==> config.mk <==
export PLATFORM = sky130hd
export DESIGN_NAME = iir_cascade_sched
export DESIGN_NICKNAME = d
export VERILOG_FILES = /design/src/rtl/iir_cascade_sched.sv
export SDC_FILE = /design/constraint.sdc
export NUM_CORES = 2
export LEC_CHECK = 0
export CAP_MARGIN = 0
export CELL_PAD_IN_SITES_DETAIL_PLACEMENT = 1
export CELL_PAD_IN_SITES_GLOBAL_PLACEMENT = 2
export CORE_ASPECT_RATIO = 1.5
export CORE_MARGIN = 3
export CORE_UTILIZATION = 42
export DETAILED_ROUTE_END_ITERATION = 10
export GPL_TIMING_DRIVEN = 0
export PLACE_DENSITY = 0.82
export SLEW_MARGIN = 20
export SYNTH_ARGS = -nofsm -noshare
export SYNTH_HDL_FRONTEND = slang
export SYNTH_SLANG_ARGS = --single-unit
==> constraint.sdc <==
create_clock -name clk -period 12.25 [get_ports clk]
set_clock_uncertainty 0.2 [all_clocks]
set_input_delay 2.45 -clock clk [delete_from_list [all_inputs] [get_ports clk]]
set_output_delay 2.45 -clock clk [all_outputs]
set_load 0.03 [all_outputs]
==> src/rtl/iir_cascade_sched.sv <==
// Time-multiplexed direct-form-I biquad cascade with one shared 24x18 MAC.
// Coefficients come from external memory; per-section delay state is internal.
module iir_cascade_sched #(
  parameter int NUM_SECTIONS = 2,
  parameter int COEF_AW      = 4
) (
  input  logic                clk,
  input  logic                i_rst_n,
  input  logic                lrclk_posedge,
  input  logic                i_valid,
  input  logic [15:0]         x_in,
  output logic [COEF_AW-1:0]  o_coef_addr,
  input  logic [17:0]         i_coef_data,
  output logic [23:0]         audio_out,
  output logic                o_out_valid,
  output logic                o_busy,
  output logic                o_overrun,
  output logic                o_sat
);

  localparam int SW = (NUM_SECTIONS > 1) ? $clog2(NUM_SECTIONS) : 1;

  typedef enum logic [2:0] {
    IDLE, FETCH, MAC, WB, DONE
  } state_t;

  state_t state_q, state_d;

  logic [2:0]         t_q;
  logic [SW-1:0]      s_q;
  logic signed [23:0] in_q;
  logic signed [47:0] acc_q;

  logic signed [23:0] x1_q [NUM_SECTIONS];
  logic signed [23:0] x2_q [NUM_SECTIONS];
  logic signed [23:0] y1_q [NUM_SECTIONS];
  logic signed [23:0] y2_q [NUM_SECTIONS];

  logic signed [23:0] op;
  logic signed [41:0] prod;
  logic signed [47:0] y_raw;
  logic signed [23:0] y;
  logic               sat_hi, sat_lo;
  logic               last, start;

  assign start = lrclk_posedge & i_valid;
  assign last  = (s_q == SW'(NUM_SECTIONS - 1));

  always_comb begin
    op = in_q;
    unique case (t_q)
      3'd0:    op = in_q;
      3'd1:    op = x1_q[s_q];
      3'd2:    op = x2_q[s_q];
      3'd3:    op = y1_q[s_q];
      default: op = y2_q[s_q];
    endcase
  end

  assign prod   = $signed(i_coef_data) * op;
  assign y_raw  = acc_q >>> 16;
  assign sat_hi = y_raw > 48'sd8388607;
  assign sat_lo = y_raw < -48'sd8388608;

  always_comb begin
    y = y_raw[23:0];
    if (sat_hi) y = 24'sh7FFFFF;
    if (sat_lo) y = 24'sh800000;
  end

  always_comb begin
    state_d = state_q;
    unique case (state_q)
      IDLE:    if (start) state_d = FETCH;
      FETCH:   state_d = MAC;
      MAC:     if (t_q == 3'd4) state_d = WB;
      WB:      state_d = last ? DONE : FETCH;
      DONE:    state_d = IDLE;
      default: state_d = IDLE;
    endcase
    if (!i_valid) state_d = IDLE;
  end

  assign o_busy      = (state_q != IDLE);
  assign o_out_valid = (state_q == DONE);

  always_ff @(posedge clk or negedge i_rst_n) begin
    if (!i_rst_n) begin
      state_q     <= IDLE;
      t_q         <= '0;
      s_q         <= '0;
      in_q        <= '0;
      acc_q       <= '0;
      o_coef_addr <= '0;
      audio_out   <= '0;
      o_overrun   <= 1'b0;
      o_sat       <= 1'b0;
      for (int i = 0; i < NUM_SECTIONS; i++) begin
        x1_q[i] <= '0;
        x2_q[i] <= '0;
        y1_q[i] <= '0;
        y2_q[i] <= '0;
      end
    end else if (!i_valid) begin
      // Abort: drop the sample in flight and forget all history.
      state_q   <= IDLE;
      audio_out <= '0;
      o_overrun <= 1'b0;
      o_sat     <= 1'b0;
      for (int i = 0; i < NUM_SECTIONS; i++) begin
        x1_q[i] <= '0;
        x2_q[i] <= '0;
        y1_q[i] <= '0;
        y2_q[i] <= '0;
      end
    end else begin
      state_q <= state_d;
      if (lrclk_posedge && state_q != IDLE) o_overrun <= 1'b1;
      unique case (state_q)
        IDLE: begin
          if (lrclk_posedge) begin
            in_q        <= {x_in, 8'h00};
            s_q         <= '0;
            o_coef_addr <= '0;
          end
        end
        FETCH: begin
          acc_q       <= '0;
          t_q         <= '0;
          o_coef_addr <= o_coef_addr + COEF_AW'(1);
        end
        MAC: begin
          acc_q <= acc_q + {{6{prod[41]}}, prod};
          t_q   <= t_q + 3'd1;
          if (t_q < 3'd3) o_coef_addr <= o_coef_addr + COEF_AW'(1);
        end
        WB: begin
          x2_q[s_q] <= x1_q[s_q];
          x1_q[s_q] <= in_q;
          y2_q[s_q] <= y1_q[s_q];
          y1_q[s_q] <= y;
          in_q      <= y;
          if (sat_hi || sat_lo) o_sat <= 1'b1;
          if (last) begin
            audio_out <= y;
          end else begin
            s_q         <= s_q + SW'(1);
            o_coef_addr <= COEF_AW'(5 * (32'(s_q) + 1));
          end
        end
        default: ;
      endcase
    end
  end

endmodule

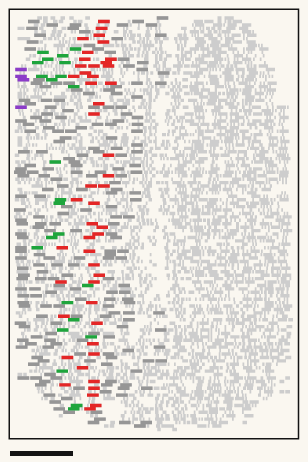
Figure 1: sequential cells colored by netlist name.
Scale bar: 50 um. Other sequential cells in the stronger gray, the rest of the logic in the fainter gray.
| color | signal | placed flops |
|---|---|---|
| green | `in_q` | 24 |
| red | `y1_q` | 48 |
| purple | `o_coef_addr` | 4 |
not colored: 225

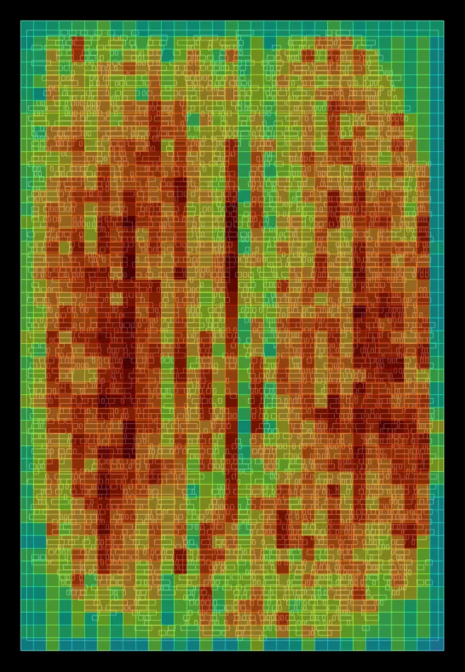
Figure 2: routing congestion map.
global-route met3 utilization: 2.07%
met1 Track Usage GR: 32.7%
utilization of the core after routing: 47.5%
GRT met2 Usage: 56.2%
routed wire length per instance: 25.4 um

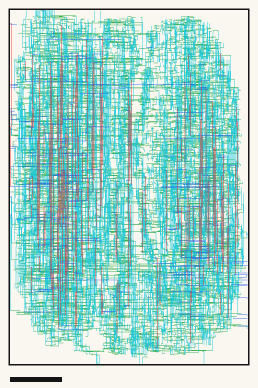
Figure 3: routed metal, one color a layer.
Scale bar: 50 um.
| color | layer | wire length |
|---|---|---|
| blue | met3 | 3,530 um |
| cyan | met2 | 61.1 mm |
| red | met4 | 8,420 um |
| green | met1 | 41.6 mm |

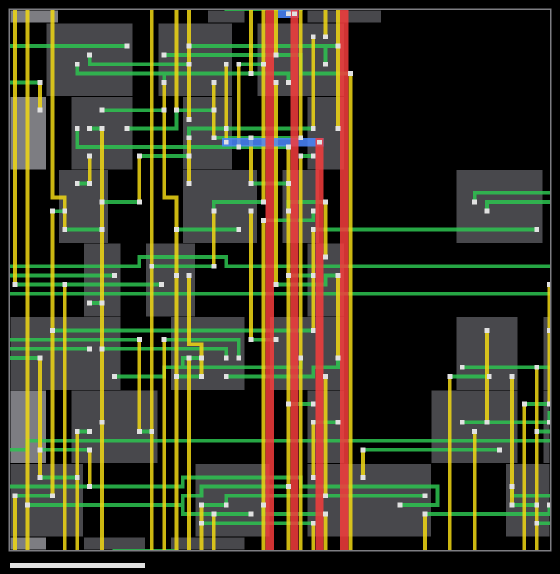
Figure 4: layout detail.
Scale bar: 5 um. Region (104, 228) to (124, 248) um. Cells in gray, sequential cells in the stronger gray; small squares are vias.
| color | layer |
|---|---|
| green | met1 |
| blue | met3 |
| red | met4 |
| yellow | met2 |
most frequent: a21o_1 (4), xor2_1 (3)
cells with their middle in the window: 24
sequential cells in the window: 0

-- metal layers --
metal	GRT usage [%]	vias to the layer above	wire length (um)
met5	0	-	0
met4	18.1	0	8420
met3	2.07	300	3530
met2	56.2	665	61100
met1	32.7	13100	41600
li1	-	11100	-
-- synthesized netlist by cell type (all sizes together) (6+ instances only) --
| master | number |
|---|---|
| clkbuf | 159 |
| and2 | 154 |
| a2111oi | 16 |
| a21boi | 79 |
| a22oi | 26 |
| a22o | 86 |
| a211oi | 7 |
| nand2 | 556 |
| a31oi | 10 |
| xnor2 | 55 |
| o31ai | 8 |
| a221oi | 23 |
| buf | 22 |
| nand2b | 17 |
| fa | 426 |
| mux2 | 11 |
| a21oi | 163 |
| and3 | 8 |
| nor2 | 111 |
| a21o | 102 |
| nor3 | 21 |
| o21ai | 122 |
| or3 | 6 |
| mux2i | 40 |
| o21a | 18 |
| o211ai | 10 |
| xor2 | 28 |
| nor2b | 13 |
| inv | 531 |
| o21bai | 7 |
| nand3 | 13 |
| ha | 158 |
| dfrtp | 301 |
| nand4 | 14 |
| o211a | 23 |
-- state kept, by name, summed over array words and instances, names as in the netlist --
| signal | cells |
|---|---|
| o_sat | 1 |
| y1_q | 48 |
| state_q | 3 |
| t_q | 3 |
| y2_q | 48 |
| last | 1 |
| o_coef_addr | 4 |
| audio_out | 24 |
| x1_q | 48 |
| acc_q | 48 |
| o_overrun | 1 |
| in_q | 24 |
| x2_q | 48 |
-- through the flow --
stage                     instance area (um^2)
after detailed placement                 33300
after CTS                                34500
after floorplan                          31200
after global routing                     34700
after global placement                   33100
final                                    34700
-- what timing repair did --
item                                    4_1_cts  5_1_grt
endpoints found under the setup margin       16       10
gates resized                                58       93
buffers inserted                              4       15
pin swaps                                     0        6
==> run notes <==
Results of the run.

The first-pass GRT wire length is 176,000 um. Hold repair after CTS inserted 0 buffers. Per the cell usage report, the commonest logic cells after layout are 556 x sky130_fd_sc_hd__nand2_1, 530 x sky130_fd_sc_hd__inv_1, 426 x sky130_fd_sc_hd__fa_1.

The total inserted antenna cells is 4. Per the synth log, the flip-flop and latch total comes to 301. The endpoint of the most critical register-to-register path is acc_q[42]. Per the post-place timing report, worst setup slack is -1.13 ns. The number of OpenROAD warnings is 29. The wire length after detailed routing is 115,000 um. The CTS tree is built. By area the synthesized netlist is led by sky130_fd_sc_hd__fa_1 27%, sky130_fd_sc_hd__dfrtp_1 24%, sky130_fd_sc_hd__nand2_1 6.7%.

Per Yosys stat, the portion of area used by sequential elements is approximately a quarter. The count of clock-net buffers in the final layout is 33. In this run the biggest area consumer among cell types represents a little over a quarter of the synthesized area. The total of buffers placed on input and output ports is between 60 and 70.

The number of clock sinks is ~300. The synthesis report names the predominant flop master as sky130_fd_sc_hd__dfrtp_1. Detailed-route iteration 0 reported a violation count of roughly 1,200. The total die size is a little under 0.08 mm^2.

The report counts max-capacitance violations totalling 0. The biggest slice of the area belongs to multi-input combinational cells. The final critical-path required period is ~12 ns. The first detailed-routing pass took 5 iterations.

The region available for standard cell placement spans approximately 0.073 mm^2. For this floorplan the total number of well-tap instances is slightly below 1,000.

The cell with the largest stage delay on the worst path is sky130_fd_sc_hd__clkdlybuf4s50_1. During synthesis, Yosys emitted a total of 0 warnings. The tree is rooted in a sky130_fd_sc_hd__clkbuf_16. Clock tree buffers and inverters occupy 2.86% of the routed design's cell area. Per the detail_route report, the via count comes to ~25,000. The largest fanout on the critical path is 10. For this design, Yosys synthesis ends with a cell count of between 3,000 and 4,000. The number of flops mapped to enable cells by yosys is 0. Yosys mapped the design onto ~70 distinct sky130hd cell types. Among the non-sequential cells, adder cells take the most area. The nature of the critical path startpoint is an input pin.

The launch point of the worst min-delay path is recorded as audio_out[16]. The net total in the final layout is a little over 4,000. The number of clock buffers added by TritonCTS is 28. The total buffers and inverters traversed by the critical path is 7. The width of the die is about 230 um. The yosys stat chip area is around 0.031 mm^2. The source of the critical timing path is i_coef_data[5]. Recorded from the global router log, the overflow total was 0. Measured along the y axis, the die boundary spans between 300 and 400 um. The number of global-route vias before repair came to 28,800. In this run the remaining antenna-violating nets after routing total 0. Per the layout area report, the combinational fraction of cell area is around three fifths. At the worst endpoint, the arrival time is 12.10 ns.

The critical path ends at acc_q[42]. The setup TNS is 0 ns. The adder and majority gate portion of the synthesized area is roughly a third.

The total global routing track utilization is between 20 and 30%. The top cell type in the final layout, fill and taps aside, is sky130_fd_sc_hd__nand2_1. The compound-gate portion of the synthesized area is 16.2%. sky130_fd_sc_hd__fa_1 takes more of the synthesized area than any other cell. Per the final timing report, the hold violations number 0. The routability congestion estimate from global placement is 0.930. The timing report gives the biggest stage delay along the critical path as roughly 0.70 ns.

The flow ran to the end, and the final reports show no timing, DRC or antenna violations. about 2,400 cells are multi-input combinational gates. Once the floorplan was initialized, standard cells occupied between 40% and 50% of the core. Per STA, the worst path accumulates the most delay in the family adder cells. The flip-flop and latch share of the layout cell area is a little over a fifth.
